Fig. 1: run 1, sequential cells grouped by signal name
Scale bar: 20 um. Other sequential cells in the stronger grey, the rest of the logic in the fainter grey.
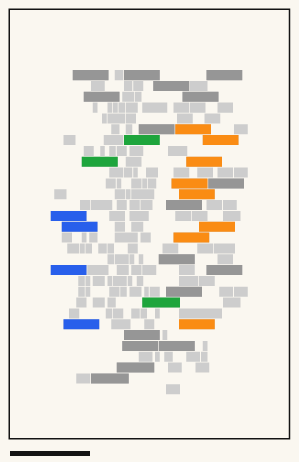
Fig. 2: run 1, gate families picked out
Scale bar: 20 um.
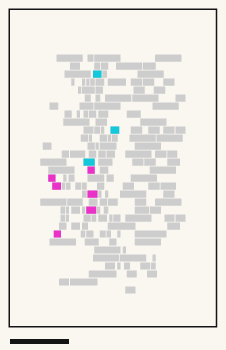
Fig. 3: run 1, zoomed window
Scale bar: 5 um. Region (25, 65) to (45, 85) um. Cells in grey, sequential cells in the stronger grey; small squares are vias.
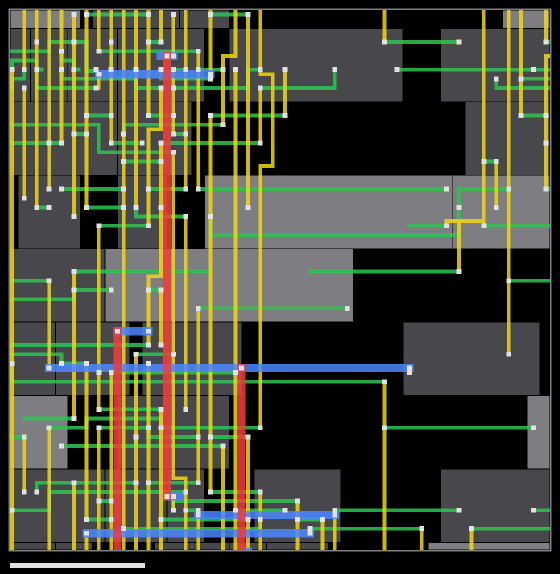
Fig. 4: run 1, wiring by layer
Scale bar: 20 um.
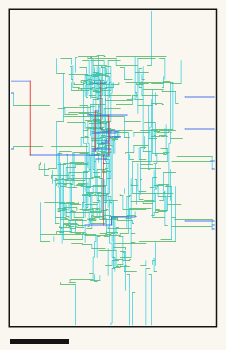
**src/rtl/uart_pkg.sv**
```systemverilog
// uart_pkg: receiver state encoding and the oversample default shared by
// baud_gen, uart_tx and uart_rx.
package uart_pkg;

    localparam int UART_OSR = 16;

    typedef enum logic [2:0] {
        IDLE   = 3'd0,
        START  = 3'd1,
        DATA   = 3'd2,
        PARITY = 3'd3,
        STOP   = 3'd4
    } rx_state_t;

endpackage

```
**src/rtl/uart_sync.sv**
```systemverilog
// uart_sync: N-flop synchroniser for an asynchronous input, resetting to 1
// so an idle-high line reads idle straight out of reset.
module uart_sync #(
    parameter int N = 2
) (
    input  logic clk_i,
    input  logic reset_i,
    input  logic d_i,
    output logic q_o
);

    logic [N-1:0] sync_r;

    // Shift the raw input through the flop chain.
    always_ff @(posedge clk_i or posedge reset_i) begin
        if (reset_i) begin
            sync_r <= {N{1'b1}};
        end else begin
            sync_r <= {sync_r[N-2:0], d_i};
        end
    end

    assign q_o = sync_r[N-1];

endmodule

```
**src/rtl/uart_rx.sv**
```systemverilog
// uart_rx: 8N1 UART receiver with midpoint sampling and a one-entry holding
// register. Defining UART_RX_PARITY_EN adds a parity bit before the stop bit.
module uart_rx
    import uart_pkg::*;
#(
    parameter int OSR         = UART_OSR,
    parameter int DATA_W      = 8,
    parameter int SYNC_STAGES = 2
) (
    input  logic              clk_i,
    input  logic              reset_i,
    input  logic              en_i,
    input  logic              osr_tick_i,
    input  logic              rx_i,
`ifdef UART_RX_PARITY_EN
    input  logic              parity_odd_i,
    output logic              parity_err_o,
`endif
    output logic [DATA_W-1:0] data_o,
    output logic              valid_o,
    input  logic              ready_i,
    output logic              frame_err_o,
    output logic              overrun_o
);

    localparam int OS_W = $clog2(OSR);
    localparam int BC_W = $clog2(DATA_W + 1);
    localparam logic [OS_W-1:0] OS_ZERO = OS_W'(0);
    localparam logic [OS_W-1:0] OS_ONE  = OS_W'(1);
    localparam logic [OS_W-1:0] OS_MID  = OS_W'(OSR / 2 - 1);
    localparam logic [OS_W-1:0] OS_LAST = OS_W'(OSR - 1);
    localparam logic [BC_W-1:0] BC_ZERO = BC_W'(0);
    localparam logic [BC_W-1:0] BC_ONE  = BC_W'(1);
    localparam logic [BC_W-1:0] BC_LAST = BC_W'(DATA_W - 1);

    rx_state_t         state_r, state_s;
    logic [OS_W-1:0]   os_cnt_r, os_cnt_s;
    logic [BC_W-1:0]   bit_cnt_r, bit_cnt_s;
    logic [DATA_W-1:0] shift_r, shift_s;
    logic [DATA_W-1:0] data_r, data_s;
    logic              valid_r, valid_s;
    logic              frame_err_r, frame_err_s;
    logic              overrun_r, overrun_s;
    logic              frame_good_s;
    logic              rx_s;

`ifdef UART_RX_PARITY_EN
    logic par_bit_r, par_bit_s;
    logic parity_err_r, parity_err_s;

    function automatic logic calc_parity_err(input logic [DATA_W-1:0] d,
                                             input logic p, input logic odd);
        return ((^d) ^ p) != odd;
    endfunction
`endif

    uart_sync #(.N(SYNC_STAGES)) u_sync (
        .clk_i   (clk_i),
        .reset_i (reset_i),
        .d_i     (rx_i),
        .q_o     (rx_s)
    );

    // Frame FSM next-state: moves only on enabled ticks, clears when disabled.
    always_comb begin
        state_s      = state_r;
        os_cnt_s     = os_cnt_r;
        bit_cnt_s    = bit_cnt_r;
        shift_s      = shift_r;
        frame_good_s = 1'b0;
        frame_err_s  = 1'b0;
`ifdef UART_RX_PARITY_EN
        par_bit_s    = par_bit_r;
        parity_err_s = 1'b0;
`endif
        if (!en_i) begin
            state_s   = IDLE;
            os_cnt_s  = OS_ZERO;
            bit_cnt_s = BC_ZERO;
        end else if (osr_tick_i) begin
            case (state_r)
                IDLE: begin
                    if (rx_s == 1'b0) begin
                        state_s  = START;
                        os_cnt_s = OS_ZERO;
                    end else begin
                        state_s = IDLE;
                    end
                end
                START: begin
                    if (os_cnt_r == OS_MID) begin
                        state_s   = rx_s ? IDLE : DATA;
                        os_cnt_s  = OS_ZERO;
                        bit_cnt_s = BC_ZERO;
                    end else begin
                        os_cnt_s = os_cnt_r + OS_ONE;
                    end
                end
                DATA: begin
                    if (os_cnt_r == OS_LAST) begin
                        shift_s   = {rx_s, shift_r[DATA_W-1:1]};
                        os_cnt_s  = OS_ZERO;
                        bit_cnt_s = bit_cnt_r + BC_ONE;
                        if (bit_cnt_r == BC_LAST) begin
`ifdef UART_RX_PARITY_EN
                            state_s = PARITY;
`else
                            state_s = STOP;
`endif
                        end else begin
                            state_s = DATA;
                        end
                    end else begin
                        os_cnt_s = os_cnt_r + OS_ONE;
                    end
                end
`ifdef UART_RX_PARITY_EN
                PARITY: begin
                    if (os_cnt_r == OS_LAST) begin
                        par_bit_s = rx_s;
                        os_cnt_s  = OS_ZERO;
                        state_s   = STOP;
                    end else begin
                        os_cnt_s = os_cnt_r + OS_ONE;
                    end
                end
`endif
                STOP: begin
                    // Sampled mid stop bit so a following start edge is not missed.
                    if (os_cnt_r == OS_LAST) begin
                        state_s     = IDLE;
                        os_cnt_s    = OS_ZERO;
                        bit_cnt_s   = BC_ZERO;
                        frame_err_s = ~rx_s;
`ifdef UART_RX_PARITY_EN
                        parity_err_s = calc_parity_err(shift_r, par_bit_r, parity_odd_i);
                        frame_good_s = rx_s & ~parity_err_s;
`else
                        frame_good_s = rx_s;
`endif
                    end else begin
                        os_cnt_s = os_cnt_r + OS_ONE;
                    end
                end
                default: begin
                    state_s   = IDLE;
                    os_cnt_s  = OS_ZERO;
                    bit_cnt_s = BC_ZERO;
                end
            endcase
        end else begin
            state_s = state_r;
        end
    end

    // Holding register: a simultaneous consume and load keeps valid high.
    always_comb begin
        data_s    = data_r;
        valid_s   = valid_r;
        overrun_s = 1'b0;
        if (frame_good_s) begin
            if (!valid_r || ready_i) begin
                data_s  = shift_r;
                valid_s = 1'b1;
            end else begin
                overrun_s = 1'b1;
            end
        end else if (valid_r && ready_i) begin
            valid_s = 1'b0;
        end else begin
            valid_s = valid_r;
        end
    end

    // State, counter and output registers.
    always_ff @(posedge clk_i or posedge reset_i) begin
        if (reset_i) begin
            state_r      <= IDLE;
            os_cnt_r     <= OS_ZERO;
            bit_cnt_r    <= BC_ZERO;
            shift_r      <= {DATA_W{1'b0}};
            data_r       <= {DATA_W{1'b0}};
            valid_r      <= 1'b0;
            frame_err_r  <= 1'b0;
            overrun_r    <= 1'b0;
`ifdef UART_RX_PARITY_EN
            par_bit_r    <= 1'b0;
            parity_err_r <= 1'b0;
`endif
        end else begin
            state_r      <= state_s;
            os_cnt_r     <= os_cnt_s;
            bit_cnt_r    <= bit_cnt_s;
            shift_r      <= shift_s;
            data_r       <= data_s;
            valid_r      <= valid_s;
            frame_err_r  <= frame_err_s;
            overrun_r    <= overrun_s;
`ifdef UART_RX_PARITY_EN
            par_bit_r    <= par_bit_s;
            parity_err_r <= parity_err_s;
`endif
        end
    end

    assign data_o      = data_r;
    assign valid_o     = valid_r;
    assign frame_err_o = frame_err_r;
    assign overrun_o   = overrun_r;
`ifdef UART_RX_PARITY_EN
    assign parity_err_o = parity_err_r;
`endif

endmodule

```
**config.mk**
```make
export PLATFORM = sky130hd
export DESIGN_NAME = uart_rx
export DESIGN_NICKNAME = d
export VERILOG_FILES = /design/src/rtl/uart_pkg.sv /design/src/rtl/uart_sync.sv /design/src/rtl/uart_rx.sv
export SDC_FILE = /design/constraint.sdc
export NUM_CORES = 1
export LEC_CHECK = 0
export ABC_AREA = 0
export CORE_ASPECT_RATIO = 1.75
export CORE_MARGIN = 10
export CORE_UTILIZATION = 35
export DETAILED_ROUTE_END_ITERATION = 6
export MAX_ROUTING_LAYER = met4
export PLACE_DENSITY = 0.52
export RECOVER_POWER = 50
export SLEW_MARGIN = 0
export SYNTH_ARGS = -nofsm -noshare
export SYNTH_HDL_FRONTEND = slang
export SYNTH_SLANG_ARGS = --single-unit
```
**constraint.sdc**
```tcl
create_clock -name clk_i -period 1.85 [get_ports clk_i]
set_clock_uncertainty 0.1 [all_clocks]
set_input_delay 0.555 -clock clk_i [delete_from_list [all_inputs] [get_ports clk_i]]
set_output_delay 0.555 -clock clk_i [all_outputs]
set_load 0.005 [all_outputs]
```
==> impl_metrics.json, run 1 <==
{
  "crit_type": "in -> reg",
  "crit_start": "ready_i",
  "wirelength_mm": 3.538,
  "hold_slack_ns": 0.2564,
  "fill_cells": 400,
  "yosysChipArea_mm2": 0.001530,
  "grt_busiest_layer": "met2",
  "arrival_ns": 1.89,
  "wl_per_cell_um": 16.77,
  "antenna_found_initial": 0,
  "tool_warnings": 27,
  "finalPower_mw": 1.491,
  "worst-path-max-fanout": 8,
  "setup_slack_ns": 0.03332,
  "gp_congestion": 0.7795,
  "async_reset_ff_share_pct": 100.0,
  "hold_path_depth": 0,
  "max_freq_mhz": 550.5,
  "min_from": "u_sync.sync_r[0]$_DFF_PP1_",
  "met1_usage_pct": 8.904,
  "ys.flops": 32,
  "layout-drive-gt1-share_pct": 29.01,
  "grt_overflow": 0,
  "final_area_mm2": 0.001961,
  "startpoint_type": "input pin",
  "drv_slew": 0,
  "grtUsageMet3_pct": 2.955,
  "ys.flop_type": "dfrtp_1",
  "tightestPinTransition_ns": 0.7974,
  "post-place-ws_ns": -0.4283,
  "hold_buffers": 0,
  "met2_usage_pct": 17.23,
  "grt_pass1_vias": 1208,
  "clockBufferDepth": 2,
  "finalCritPeriodShare_pct": 98.20,
  "postCtsResizedCells": 6,
  "vias": 1152,
  "r2r_cells": 5,
  "htreeDepth": 2,
  "cts_buffers": 5,
  "grt_usage_pct": 9.672,
  "p_leak_nw": 0.9506,
  "yosysUniqueCellTypes": 43,
  "root_buffer": "clkbuf_8",
  "min_path_type": "reg -> reg",
  "cts_setup_buffers": 0,
  "r2r_slack_ns": 0.04,
  "syn-mean-instance-area_um2": 11.68,
  "rsz0062_at_grt": "yes",
  "maxCapViolCount": 0,
  "slew_headroom_pct": 46.84,
  "synthesis.nets": 139,
  "dieArea_mm2": 0.007521,
  "fin_util_pct": 46.80,
  "critPathRequiredTime_ns": 1.92,
  "die_width_um": 69.99,
  "insertion_delay_ns": 0.29,
  "drc": 0,
  "fp-utilization_pct": 36.53,
  "ys.warnings.count": 0,
  "grt_pass1_wl_mm": 5.782,
  "min_period_ns": 1.817,
  "path_clk_slew_ns": 0.07,
  "stdcell_count": 211,
  "finalSetupTns_ns": 0,
  "firstDrtPassIters": 5,
  "reg2reg_to": "data_o[7]$_DFFE_PP0P_",
  "drtIter0Drc": 28,
  "io_pins": 17,
  "power_per_cell_area_mw_per_mm2": 760.4,
  "hpwl_mm": 2.538,
  "netlist_area_mm2": 0.001530,
  "row_count": 31,
  "final_hold_viol_count": 0,
  "postSynthSeqShare_pct": 52.49,
  "drtAntennaViolNets": 0,
  "edf_count": 0,
  "drt-vias-per-instance": 5.460,
  "irDropWorstVdd_mv": 0.5739,
  "diodes": 0,
  "setup_viol": 0,
  "top_area_share_pct": 49.06,
  "status": "finished, final reports clean",
  "grt_max_degree": 33,
  "hold-path-endpoint": "u_sync.sync_r[1]$_DFF_PP1_",
  "area_delta_synth_final_pct": 28.13
}
About Fig. 1:
Orange is data_o, placed flops 8. Green is state_r, placed flops 3. Blue is os_cnt_r, placed flops 4, where left middle.
Another 17 sequential cells are not coloured.

About Fig. 2:
Magenta is AND-OR and OR-AND gates, cells 6, most used a21o_1. Cyan is AND and OR gates, cells 3.

About Fig. 3:
Yellow is met2. Red is met4. Green is met1. Blue is met3.
Sequential cells in the window: 2. 24 logic cells have their middle in the window. Netlist names of flops here include bit_cnt_r (1), state_r (1).

About Fig. 4:
Red is met4, wire length 92.5 um. Blue is met3, wire length 140 um. Cyan is met2, wire length 1,940 um. Green is met1, wire length 1,370 um.

[run 1: layout by cell type, fill, tap and decap left out, types with 2 or more instances in the layout]
master	synthesis	final
mux2i_1	4	4
inv_1	2	2
nor4b_1	3	2
nor2_1	6	6
clkdlybuf4s50_1	0	9
clkbuf_8	0	5
nand3_1	5	5
nand2_1	14	14
o21ai_0	5	4
dlygate4sd3_1	0	2
mux2_2	16	15
nand4b_1	2	2
dlymetal6s2s_1	0	3
a21o_1	2	2
dlygate4sd2_1	0	2
dfstp_2	2	2
buf_4	2	11
nand2b_1	3	3
nor3_1	2	2
o211ai_1	3	3
nor4_1	3	3
dfrtp_1	30	29
[run 1: layout make-up]
| cell class | instances | area [um^2] | area share, % |
|---|---|---|---|
| clock buffer | 5 | 68.82 | 3.510 |
| clock inverter | 3 | 42.54 | 2.170 |
| inverter | 2 | 7.507 | 0.3829 |
| multi-input combinational | 91 | 711.9 | 36.31 |
| sequential | 32 | 804.5 | 41.03 |
| tap | 49 | 61.31 | 3.127 |
| timing repair buffer | 29 | 264.0 | 13.47 |
[run 1: synth_stat cells (all sizes together), types with 2 or more instances]
| cell type | n |
|---|---|
| dfrtp | 30 |
| mux2 | 16 |
| nand2 | 14 |
| nand3 | 6 |
| nor2 | 6 |
| o21ai | 6 |
| buf | 4 |
| mux2i | 4 |
| nand2b | 3 |
| nor3 | 3 |
| nor4 | 3 |
| nor4b | 3 |
| o211ai | 3 |
| a21o | 2 |
| clkbuf | 2 |
| dfstp | 2 |
| ha | 2 |
| inv | 2 |
| nand4b | 2 |
[run 1: cell families after synthesis]
family / Yosys count / share of synthesized area (%)
compound gates: 21 / 9.976
xor+xnor: 1 / 0.5725
fa+ha+maj: 2 / 1.635
buf+inv: 8 / 3.106
flops: 32 / 52.49
mux: 20 / 14.39
simple gates: 47 / 17.83
[run 1: report_power, final]
part | switching, mW | leakage [nW] | total (mW) | internal (mW)
clock | 0.274 | 0.0541 | 0.672 | 0.398
sequential | 0.00972 | 0.438 | 0.718 | 0.708
combinational | 0.0575 | 0.459 | 0.100 | 0.0429
[run 1: critical path: stages]
cell and delay (ns):
clkdlybuf4s50_1 0.45, nand2b_1 0.18, and4_1 0.23, buf_6 0.14, mux2_2 0.33
[run 1: sequential cells by signal, indices dropped and copies added (netlist names)]
name,cells
data_o,8
shift_r,8
u_sync.sync_r,2
frame_err_o,1
os_cnt_r,4
valid_o,1
overrun_o,1
bit_cnt_r,4
state_r,3
[run 1: worst max path at each step]
| stage | to | cells past startpoint | slack [ns] |
|---|---|---|---|
| 3_5_place_dp | data_o[1]$_DFFE_PP0P_ | 6 | -0.43 |
| 4_1_cts | bit_cnt_r[2]$_DFFE_PP0P_ | 5 | 0.002 |
| 6_report | data_o[7]$_DFFE_PP0P_ | 5 | 0.03 |
| 2_1_floorplan | data_o[0]$_DFFE_PP0P_ | 5 | 0.18 |
| 3_3_place_gp | data_o[5]$_DFFE_PP0P_ | 6 | -0.42 |
| 5_1_grt | data_o[7]$_DFFE_PP0P_ | 5 | -0.03 |
[run 1: metal layers]
metal	vias to the layer above	part of all wire, %
li1	538	-
met1	569	39
met2	34	55
met3	11	3.9
met4	0	2.6
met5	-	0
Fig. 5: run 1, congestion heat map
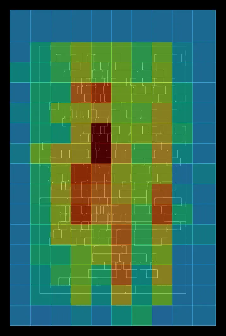

==> inputs of run 2 (changes only) <==
--- a/config.mk
+++ b/config.mk
@@ -13,6 +13,7 @@
 export MAX_ROUTING_LAYER = met4
 export PLACE_DENSITY = 0.52
 export RECOVER_POWER = 50
+export SKIP_CTS_REPAIR_TIMING = 1
 export SLEW_MARGIN = 0
 export SYNTH_ARGS = -nofsm -noshare
 export SYNTH_HDL_FRONTEND = slang
==> constraint.sdc (replaced) <==
create_clock -name clk_i -period 1.95 [get_ports clk_i]
set_clock_uncertainty 0.1 [all_clocks]
set_input_delay 0.585 -clock clk_i [delete_from_list [all_inputs] [get_ports clk_i]]
set_output_delay 0.585 -clock clk_i [all_outputs]
set_load 0.005 [all_outputs]
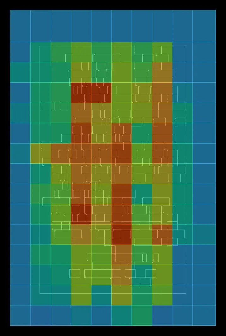
Fig. 6. Congestion heat map (run 2).
Final Util: 46.68%
busiest grt layer: met2
grt met1 use: 8.410%
gr usage total: 9.572%
grt met2 use: 17.17%

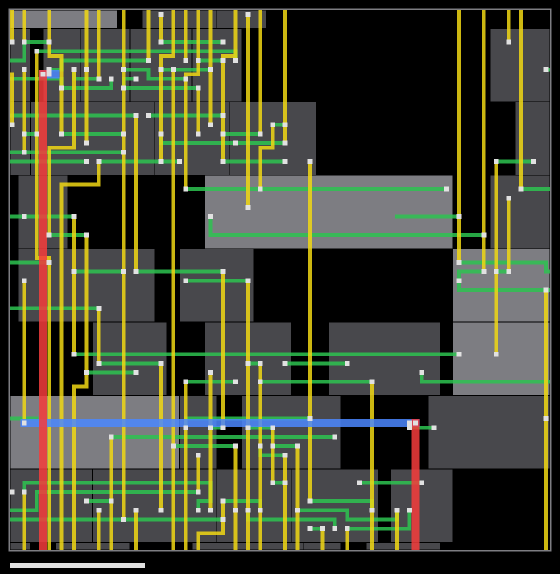
Fig. 7. Zoomed window (run 2).
Scale bar: 5 um. Region (25, 65) to (45, 85) um. Cells in grey, sequential cells in the stronger grey; small squares are vias.

==> run 2 against run 1 <==
Compared with the run above:
- sequential power shrank 5.2%
- synthesized cell count unchanged
- sequential share of layout area barely moved
- final cell count is 0.95% higher
- total power fell by 6.3%
- worst hold slack lost 0.0045 ns
- final area is 0.26% lower
- via count shrank 0.87%
- largest cell class unchanged
- synthesized area stayed put
==> impl_metrics.json, run 2 <==
{
  "r2r_slack_ns": 0.13,
  "drtIter0Drc": 38,
  "synth.most_common_cell": "dfrtp_1",
  "max_freq_mhz": 542.0,
  "insertion_delay_ns": 0.28,
  "intPower_mw": 1.091,
  "rsz0062_at_grt": "no",
  "edf_count": 0,
  "endpoint": "data_o[4]$_DFFE_PP0P_",
  "reg2reg_to": "state_r[1]$_DFFE_PP0P_",
  "r2r_cells": 5,
  "crit_path_cell_trace": "clkdlybuf4s50_1, nand2b_1, and4_1, buf_6, mux2_2",
  "power_per_cell_area_mw_per_mm2": 714.6,
  "ys.flops": 32,
  "tool_warnings": 26,
  "synthTopCellsByCount": "dfrtp_1, mux2_2, nand2_1",
  "grt_overflow": 0,
  "async_reset_ff_share_pct": 100.0,
  "gp_congestion": 0.7492,
  "dieArea_mm2": 0.007521,
  "firstDrtPassIters": 4,
  "layout-drive-gt1-share_pct": 28.66,
  "diodes": 0,
  "most-common-layout-cells": "dfrtp_1, mux2_2, nand2_1, clkdlybuf4s50_1, buf_4",
  "die_width_um": 69.99,
  "status": "finished, final reports clean",
  "crit_type": "in -> reg",
  "root_buffer": "clkbuf_8",
  "worst-path-max-fanout": 8,
  "hpwl_mm": 2.649,
  "netSwitchingFraction_pct": 21.92,
  "crit_path_top_delay_cell": "clkdlybuf4s50_1",
  "yosysUniqueCellTypes": 43,
  "irDropWorstVdd_mv": 0.4650,
  "cpPeakStageDelay_ns": 0.45,
  "drt-vias-per-instance": 5.362,
  "min_path_type": "reg -> reg",
  "startpoint_type": "input pin",
  "drv_slew": 0,
  "wirelength_mm": 3.377,
  "post-place-ws_ns": -0.3738,
  "p_leak_nw": 0.9226,
  "top_area_share_pct": 49.06,
  "wl_per_cell_um": 15.85
}
==> run 2: cell counts after synthesis <==
No cell type changed its count.
==> run 2: routing by layer <==
layer | global-route usage [%] | share of wire (%) | vias to the layer above
met5 | - | 0 | -
met4 | 5.949 | 2.9 | 0
met3 | 3.139 | 4.9 | 8
met2 | 17.17 | 56 | 21
met1 | 8.410 | 37 | 571
li1 | - | - | 542
==> run 2: critical path, delay by kind of cell <==
| family | cells | cell delay, ns |
|---|---|---|
| buffers and inverters | 2 | 0.59 |
| AND/OR/NAND/NOR | 2 | 0.40 |
| multiplexers | 1 | 0.34 |
==> run 2: how the worst min path moves through the flow <==
stage / slack, ns / to / cells past startpoint / start
floorplan: 0.25 / u_sync.sync_r[1]$_DFF_PP1_ / 0 / u_sync.sync_r[0]$_DFF_PP1_
global placement: 0.25 / u_sync.sync_r[1]$_DFF_PP1_ / 0 / u_sync.sync_r[0]$_DFF_PP1_
detailed placement: 0.25 / u_sync.sync_r[1]$_DFF_PP1_ / 0 / u_sync.sync_r[0]$_DFF_PP1_
CTS: 0.25 / u_sync.sync_r[1]$_DFF_PP1_ / 0 / u_sync.sync_r[0]$_DFF_PP1_
global route: 0.26 / u_sync.sync_r[1]$_DFF_PP1_ / 0 / u_sync.sync_r[0]$_DFF_PP1_
finish: 0.25 / u_sync.sync_r[1]$_DFF_PP1_ / 0 / u_sync.sync_r[0]$_DFF_PP1_
==> run 2: area by class of cell <==
| cell class | instances | area [um^2] |
|---|---|---|
| sequential | 32 | 803.3 |
| multi-input combinational | 91 | 696.9 |
| inverter | 2 | 7.507 |
| clock buffer | 6 | 72.57 |
| clock inverter | 2 | 35.03 |
| tap | 49 | 61.31 |
| timing repair buffer | 31 | 279.0 |
| fill | 401 | 2233 |
==> run 2: cells by family (layout without fill, tap and decap cells) <==
group,after synthesis,after routing,share of synthesized area (%)
AND/OR/NAND/NOR,47,47,17.83
flip-flops,32,32,52.49
AND-OR/OR-AND,21,21,9.976
multiplexers,20,20,14.39
buffers and inverters,8,41,3.106
adder cells (fa/ha/maj),2,2,1.635
XOR/XNOR,1,1,0.5725
==> run 2: stage by stage <==
step                      hold slack, ns  area (um^2)
after floorplan                   0.2452         1530
after global placement            0.2474         1809
after detailed placement          0.2479         1809
after CTS                         0.2536         1917
after global routing              0.2577         1956
final                             0.2519         1956
==> run 2: power groups by stage <==
stage	Clock, mW	Combinational [mW]	Sequential, mW
6_report	0.624	0.0932	0.681
5_1_grt	0.683	0.104	0.681
4_1_cts	0.645	0.0955	0.680
3_5_place_dp	0	0.0953	0.692
3_3_place_gp	0	0.0933	0.692
2_1_floorplan	0	0.0574	0.688
Power is estimated from default activity; no workload was simulated.
